[src/rtl/seg_scan_pkg.sv]
// Shared constants for the seven-segment scan driver: segment bit positions,
// the active-high hex glyph table and the all-off pattern.
package seg_scan_pkg;

   localparam int SEG_A  = 0;
   localparam int SEG_B  = 1;
   localparam int SEG_C  = 2;
   localparam int SEG_D  = 3;
   localparam int SEG_E  = 4;
   localparam int SEG_F  = 5;
   localparam int SEG_G  = 6;
   localparam int SEG_DP = 7;

   // Active-high, before pin polarity is applied.
   localparam logic [7:0] SEG_OFF = 8'h00;

   // Index n holds the {g,f,e,d,c,b,a} glyph for hex digit n; listed 15 down to 0.
   localparam logic [15:0][6:0] GLYPH_TBL = {
      7'h71, 7'h79, 7'h5E, 7'h39, 7'h7C, 7'h77, 7'h6F, 7'h7F,
      7'h07, 7'h7D, 7'h6D, 7'h66, 7'h4F, 7'h5B, 7'h06, 7'h3F
   };

endpackage

[src/rtl/seg_scan_driver_hex_seg_decode.sv]
// Combinational hex nibble to active-high seven-segment glyph (bit0 = segment a).
module hex_seg_decode
   import seg_scan_pkg::*;
(
   input  logic [3:0] nib,
   output logic [6:0] glyph
);

   assign glyph = GLYPH_TBL[nib];

endmodule

[src/rtl/seg_scan_driver.sv]
// Time-multiplexed seven-segment driver with leading-zero blanking, dead time and
// frame-boundary update buffering. Optional blinking is built when SEG_SCAN_BLINK_EN is defined.
module seg_scan_driver
   import seg_scan_pkg::*;
#(
   parameter int NUM_DIGITS     = 4,
   parameter int SCAN_DIV       = 50000,
   parameter int DEAD           = 2,
   parameter int SEG_ACTIVE_LOW = 1,
   parameter int DIG_ACTIVE_LOW = 1
`ifdef SEG_SCAN_BLINK_EN
   ,
   parameter int BLINK_FRAMES   = 64
`endif
) (
   input  logic                    clk,
   input  logic                    rst,
   input  logic                    load,
   input  logic [4*NUM_DIGITS-1:0] value,
   input  logic [NUM_DIGITS-1:0]   dp_in,
   input  logic                    blank_lz,
`ifdef SEG_SCAN_BLINK_EN
   input  logic [NUM_DIGITS-1:0]   blink_mask,
`endif
   output logic [7:0]              seg,
   output logic [NUM_DIGITS-1:0]   dig_sel,
   output logic                    frame_start
);

   localparam int PW = (SCAN_DIV > 1) ? $clog2(SCAN_DIV) : 1;
   localparam int IW = (NUM_DIGITS > 1) ? $clog2(NUM_DIGITS) : 1;
   localparam logic [PW-1:0] PRE_LAST = PW'(SCAN_DIV - 1);
   localparam logic [IW-1:0] IDX_LAST = IW'(NUM_DIGITS - 1);
   localparam logic [7:0] SEG_RST = (SEG_ACTIVE_LOW != 0) ? ~SEG_OFF : SEG_OFF;
   localparam logic [NUM_DIGITS-1:0] DIG_OFF =
      (DIG_ACTIVE_LOW != 0) ? {NUM_DIGITS{1'b1}} : {NUM_DIGITS{1'b0}};

   logic [PW-1:0]                 presc_q, presc_d;
   logic [IW-1:0]                 idx_q, idx_d;
   logic [NUM_DIGITS-1:0][3:0]    sh_val_q, sh_val_d, act_val_q, act_val_d;
   logic [NUM_DIGITS-1:0]         sh_dp_q, sh_dp_d, act_dp_q, act_dp_d;
   logic                          sh_blz_q, sh_blz_d, act_blz_q, act_blz_d;
   logic                          pend_q, pend_d;
   logic                          bnd_q, bnd_d;
   logic [7:0]                    seg_q, seg_d;
   logic [NUM_DIGITS-1:0]         dig_q, dig_d;
   logic                          fs_q, fs_d;

   logic                          wrap, boundary, in_dead, keep, blank_cur, dp_cur;
   logic [NUM_DIGITS-1:0]         blank_vec, dig_raw;
   logic [3:0]                    nib;
   logic [6:0]                    glyph;
   logic [7:0]                    seg_raw;

`ifdef SEG_SCAN_BLINK_EN
   localparam int BW = (BLINK_FRAMES > 1) ? $clog2(BLINK_FRAMES) : 1;
   localparam logic [BW-1:0] BF_LAST = BW'(BLINK_FRAMES - 1);

   logic [NUM_DIGITS-1:0] sh_blk_q, sh_blk_d, act_blk_q, act_blk_d;
   logic [BW-1:0]         bfc_q, bfc_d;
   logic                  bon_q, bon_d;
`endif

   assign wrap     = (presc_q == PRE_LAST);
   assign boundary = wrap && (idx_q == IDX_LAST);

   generate
      if (DEAD > 0) begin : g_dead
         localparam logic [PW-1:0] DEAD_P = PW'(DEAD);
         assign in_dead = (presc_q < DEAD_P);
      end else begin : g_no_dead
         assign in_dead = 1'b0;
      end
   endgenerate

   always_comb begin
      presc_d = wrap ? '0 : presc_q + 1'b1;
      idx_d   = idx_q;
      if (wrap) idx_d = (idx_q == IDX_LAST) ? '0 : idx_q + 1'b1;
   end

   // A load on the boundary cycle goes straight to active so it is never a frame late.
   always_comb begin
      sh_val_d  = sh_val_q;
      sh_dp_d   = sh_dp_q;
      sh_blz_d  = sh_blz_q;
      act_val_d = act_val_q;
      act_dp_d  = act_dp_q;
      act_blz_d = act_blz_q;
      pend_d    = pend_q;
      if (load) begin
         sh_val_d = value;
         sh_dp_d  = dp_in;
         sh_blz_d = blank_lz;
         pend_d   = 1'b1;
      end
      if (boundary) begin
         pend_d = 1'b0;
         if (load) begin
            act_val_d = value;
            act_dp_d  = dp_in;
            act_blz_d = blank_lz;
         end else if (pend_q) begin
            act_val_d = sh_val_q;
            act_dp_d  = sh_dp_q;
            act_blz_d = sh_blz_q;
         end
      end
   end

`ifdef SEG_SCAN_BLINK_EN
   always_comb begin
      sh_blk_d  = load ? blink_mask : sh_blk_q;
      act_blk_d = act_blk_q;
      if (boundary) begin
         if (load)        act_blk_d = blink_mask;
         else if (pend_q) act_blk_d = sh_blk_q;
      end
      bfc_d = bfc_q;
      bon_d = bon_q;
      if (boundary) begin
         if (bfc_q == BF_LAST) begin
            bfc_d = '0;
            bon_d = ~bon_q;
         end else begin
            bfc_d = bfc_q + 1'b1;
         end
      end
   end
`endif

   // Walk from the most significant digit down; blanking ends at the first visible content.
   always_comb begin
      keep      = 1'b0;
      blank_vec = '0;
      for (int i = NUM_DIGITS - 1; i >= 1; i--) begin
         keep         = keep | (act_val_q[i] != 4'h0) | act_dp_q[i];
         blank_vec[i] = act_blz_q & ~keep;
      end
   end

   assign nib       = act_val_q[idx_q];
   assign dp_cur    = act_dp_q[idx_q];
   assign blank_cur = blank_vec[idx_q];

   hex_seg_decode u_dec (
      .nib   (nib),
      .glyph (glyph)
   );

   always_comb begin
      seg_raw = SEG_OFF;
      if (!blank_cur) begin
         seg_raw[SEG_A]  = glyph[0];
         seg_raw[SEG_B]  = glyph[1];
         seg_raw[SEG_C]  = glyph[2];
         seg_raw[SEG_D]  = glyph[3];
         seg_raw[SEG_E]  = glyph[4];
         seg_raw[SEG_F]  = glyph[5];
         seg_raw[SEG_G]  = glyph[6];
         seg_raw[SEG_DP] = dp_cur;
      end
      dig_raw = in_dead ? '0 : (NUM_DIGITS'(1) << idx_q);
`ifdef SEG_SCAN_BLINK_EN
      if (!bon_q && act_blk_q[idx_q]) dig_raw = '0;
`endif
      seg_d = (SEG_ACTIVE_LOW != 0) ? ~seg_raw : seg_raw;
      dig_d = (DIG_ACTIVE_LOW != 0) ? ~dig_raw : dig_raw;
      bnd_d = boundary;
      fs_d  = bnd_q;
   end

   always_ff @(posedge clk or posedge rst) begin
      if (rst) begin
         presc_q   <= '0;
         idx_q     <= '0;
         sh_val_q  <= '0;
         sh_dp_q   <= '0;
         sh_blz_q  <= 1'b0;
         act_val_q <= '0;
         act_dp_q  <= '0;
         act_blz_q <= 1'b0;
         pend_q    <= 1'b0;
         bnd_q     <= 1'b0;
         seg_q     <= SEG_RST;
         dig_q     <= DIG_OFF;
         fs_q      <= 1'b0;
`ifdef SEG_SCAN_BLINK_EN
         sh_blk_q  <= '0;
         act_blk_q <= '0;
         bfc_q     <= '0;
         bon_q     <= 1'b1;
`endif
      end else begin
         presc_q   <= presc_d;
         idx_q     <= idx_d;
         sh_val_q  <= sh_val_d;
         sh_dp_q   <= sh_dp_d;
         sh_blz_q  <= sh_blz_d;
         act_val_q <= act_val_d;
         act_dp_q  <= act_dp_d;
         act_blz_q <= act_blz_d;
         pend_q    <= pend_d;
         bnd_q     <= bnd_d;
         seg_q     <= seg_d;
         dig_q     <= dig_d;
         fs_q      <= fs_d;
`ifdef SEG_SCAN_BLINK_EN
         sh_blk_q  <= sh_blk_d;
         act_blk_q <= act_blk_d;
         bfc_q     <= bfc_d;
         bon_q     <= bon_d;
`endif
      end
   end

   assign seg         = seg_q;
   assign dig_sel     = dig_q;
   assign frame_start = fs_q;

endmodule
[config.mk]
export PLATFORM = sky130hd
export DESIGN_NAME = seg_scan_driver
export DESIGN_NICKNAME = d
export VERILOG_FILES = /design/src/rtl/seg_scan_pkg.sv /design/src/rtl/seg_scan_driver_hex_seg_decode.sv /design/src/rtl/seg_scan_driver.sv
export SDC_FILE = /design/constraint.sdc
export NUM_CORES = 1
export LEC_CHECK = 0
export CAP_MARGIN = 10
export CELL_PAD_IN_SITES_DETAIL_PLACEMENT = 2
export CELL_PAD_IN_SITES_GLOBAL_PLACEMENT = 2
export CORE_ASPECT_RATIO = 1.2
export CORE_MARGIN = 5
export CORE_UTILIZATION = 35
export DETAILED_ROUTE_END_ITERATION = 7
export PLACE_DENSITY_LB_ADDON = 0.3
export RECOVER_POWER = 50
export SLEW_MARGIN = 20
export SYNTH_ARGS = -nofsm -noshare
export SYNTH_HDL_FRONTEND = slang
export SYNTH_SLANG_ARGS = --single-unit
[constraint.sdc]
create_clock -name clk -period 3.4 [get_ports clk]
set_clock_uncertainty 0.1 [all_clocks]
set_input_delay 0.85 -clock clk [delete_from_list [all_inputs] [get_ports clk]]
set_output_delay 0.85 -clock clk [all_outputs]
set_load 0.03 [all_outputs]
Cell sizes after repair:
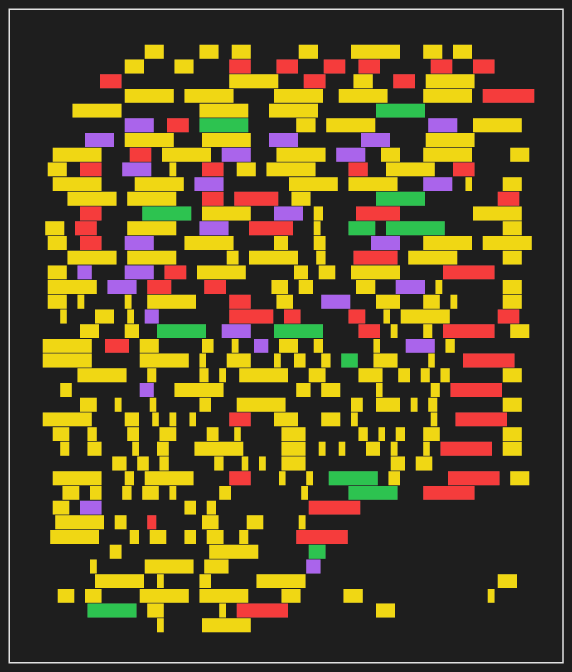
[drive 1 or less] yellow | cells: 232 | share: 73% | most used: dfrtp_1
[drive 3 to 4] purple | cells: 26 | share: 8.1% | most used: mux2_4
[drive 6 and up] green | cells: 13 | share: 4.1% | most used: clkbuf_16
[drive 2] red | cells: 49 | share: 15% | most used: mux2_2

Cell placement:
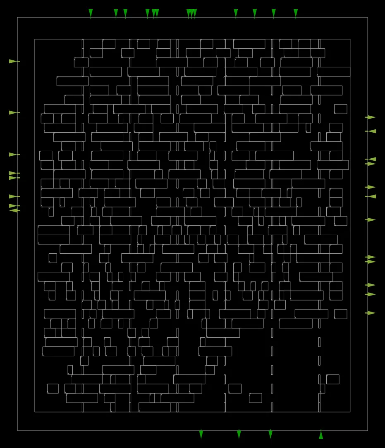
Core Box Area: 10,000 um2
# fillers: 1,016

==> out/summary.txt <==
main area contributors after synthesis: dfrtp_1, dfstp_2, mux2_4
Top cell area share: 44.2%
layout cell share with drive strength beyond 1: 27.5%
initial antenna violation count: 0
number of synthesized flops with an enable pin: 0
hold path cells: 0
FF-to-FF Start: idx_q[0]
Max Transition Viols Final: 0
HP Class: reg -> reg
global-route wire length before repair: 14,200 um
Slew @ Worst Pin: 1.12 ns
vias per cell: 5.16
met1 usage: 18.4%
placed insts: 430
CTS resizes: 0
Fmax: 344 MHz
global-route usage over all layers: 15.2%
and+or+nand+nor area frac: 12.1%
synthesized area per cell: 13.0 um2
status: completed
Max-Cap Viols: 0
placer congestion estimate: 0.749
num rows: 40
Die W: 102 um
Logic family by area: multiplexers
Iteration-0 DRC Markers: 75
total clock buffers created by CTS: 9
Adder Area Share: 3.51%
GR Util met3: 3.58%
Worst-path clk slew: 0.06 ns
Power Total: 1.99 mW
TNS Setup: 0 ns
Crit path arrival time: 3.01 ns
Final Cell Area: 4340 um2
crit path launch: idx_q[0]
per-cell routed wire length: 18.9 um
Syn-to-layout area delta: 21.7%
Mapped Cells: 274
HPWL Detailed: 5960 um
LEAKAGE: 1.92 nW
crit path capture type: flip-flop
clk_lat worst skew: 0.34 ns
Hold Path Sink: frame_start
GR Layer Usage met2: 25.2%
Startpoint Class: flip-flop
vias in the first global route: 2,672
count of tool warnings: 33
kind of cell adding the most delay to the critical path: multiplexers
# DRC: 0
number of port buffers: 36
Post-Synth XOR/XNOR Area: 3.44%
Final Cycle Share: 85.6%
synthesized area: 3570 um2
io pins: 37
Crit-path slowest cell: dfrtp_1
Post-synth top cells: dfrtp_1, mux2_2, mux2_4
Unique cell types: 46
DP Worst Slack: 0.439 ns
final WL: 8420 um
Worst path max stage delay: 0.72 ns
synthesis warning total: 0
cell with the most instances after synthesis: dfrtp_1
Cell Area, Placed: 4070 um2
CP Cell Sequence: mux4_2 -> inv_1 -> ha_1 -> mux2i_1 -> a311o_1 -> o41ai_1
R2R cell count: 6
ys cells: 274
CP bufs+invs: 1
#FFs+latches synth: 75
Chip Footprint: 12,300 um2
Max IR drop VDD: 0.288 mV
GRT overflow: 0
worst hold start: bnd_q
register area share after synthesis: 53.0%
final worst slack: 0.490 ns
Min Hold Slack: 0.254 ns
htree depth: 3
CTS tree: done
GR peak layer: met2
Post-CTS Hold Fix Bufs: 0
reg2reg setup slack: 0.49 ns
Final Hold Violating Endpoints: 0
Post-Synthesis Net Count: 308
crit path max fanout: 14
largest net degree at the start of global routing: 47
die extent in y: 121 um
Setup Fix Bufs, Post-CTS: 0
maximum root-to-sink buffer count: 2
AO/OA Area Share: 3.86%
Via Count: 2,301
setup violators final: 0
yosys stat area: 3570 um2
initial core utilization: 35.6%
RSZ-0062 raised after global routing: false
Clock wires, drivers and flops:
The bar under the picture is 20 um long.
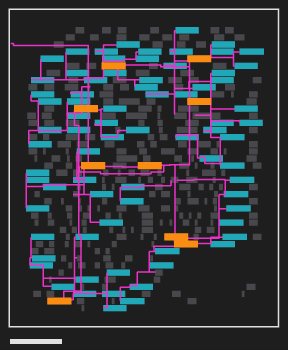
[clock wires] magenta | length: 1,090 um
[cells driving clock nets] orange | count: 9
[flip-flops] cyan | count: 75
routed clock nets: 10

Sequential cells grouped by signal name:
The bar under the picture is 20 um long.
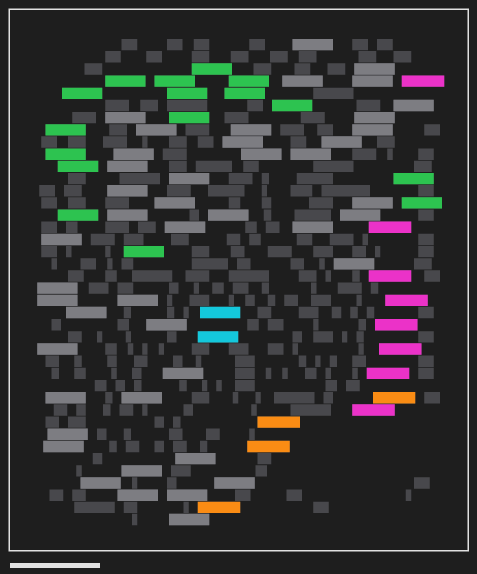
[dig_sel] orange | placed flops: 4 | where: bottom center
[seg] magenta | placed flops: 8
[sh_val_q] green | placed flops: 16
[idx_q] cyan | placed flops: 2

==> worst max-delay path by stage <==
stage                      to  cells past startpoint  slack, ns
floorplan           act_blz_q                      1       0.56
global placement       seg[0]                      6       0.56
detailed placement     seg[0]                      6       0.44
CTS                    seg[0]                      6       0.42
global route           seg[0]                      6       0.30
finish                 seg[0]                      6       0.49
==> final cells by class <==
cell class / count / area [um2]
flip-flops and latches: 75 / 1890
clock buffers: 11 / 243
repair buffers: 40 / 390
multi-input cells: 175 / 1550
well taps: 126 / 158
inverters: 14 / 52.6
fillers: 1016 / 5670
clock inverters: 5 / 60.1
==> state kept, by name, summed over array words and instances (netlist names) <==
name and cells:
dig_sel 4, sh_val_q 16, idx_q 2, bnd_q 1, sh_dp_q 4, seg 8
pend_q 1, presc_q 16, act_dp_q 4, sh_blz_q 1, frame_start 1, act_blz_q 1
act_val_q 16
==> report_power, final <==
group | internal (mW) | leakage (nW) | switching, mW
Sequential | 0.918 | 0.938 | 0.00675
Combinational | 0.0478 | 0.832 | 0.0416
Clock | 0.592 | 0.147 | 0.381
Total | 1.56 | 1.92 | 0.429
==> logic make-up after synthesis <==
kind of cell / Yosys count
compound gates: 20
xor+xnor: 14
fa+ha+maj: 10
buf+inv: 24
flops: 75
mux: 55
simple gates: 76
==> metal layers <==
| metal | wire, um | vias to the layer above |
|---|---|---|
| li1 | - | 1059 |
| met1 | 3640 | 1194 |
| met2 | 4360 | 35 |
| met3 | 231 | 13 |
| met4 | 195 | 0 |
| met5 | 0 | - |
==> cell usage in the layout (no fill, tap or decap), types with 2 or more instances in the layout <==
master,netlist,layout
dfrtp_1,63,63
clkdlybuf4s50_1,0,35
mux2_2,26,26
mux2_4,20,20
nor2_1,15,15
nand2_1,15,15
inv_1,14,14
dfstp_2,12,12
ha_1,10,10
xnor2_1,9,9
clkbuf_16,0,9
nand3_1,8,8
nor3_1,7,7
nor4_1,5,6
mux4_2,5,5
o21ai_0,5,5
xor2_1,5,5
and3_1,4,4
mux2i_1,4,4
nand4_1,4,4
or4_1,3,3
a21oi_1,3,3
buf_4,1,3
or3_1,2,2
or3b_2,2,2
o41ai_1,2,2
o311ai_0,2,2
nor2b_1,2,2
o31ai_1,2,2
inv_6,0,2
Power is estimated from default activity; no workload was simulated.
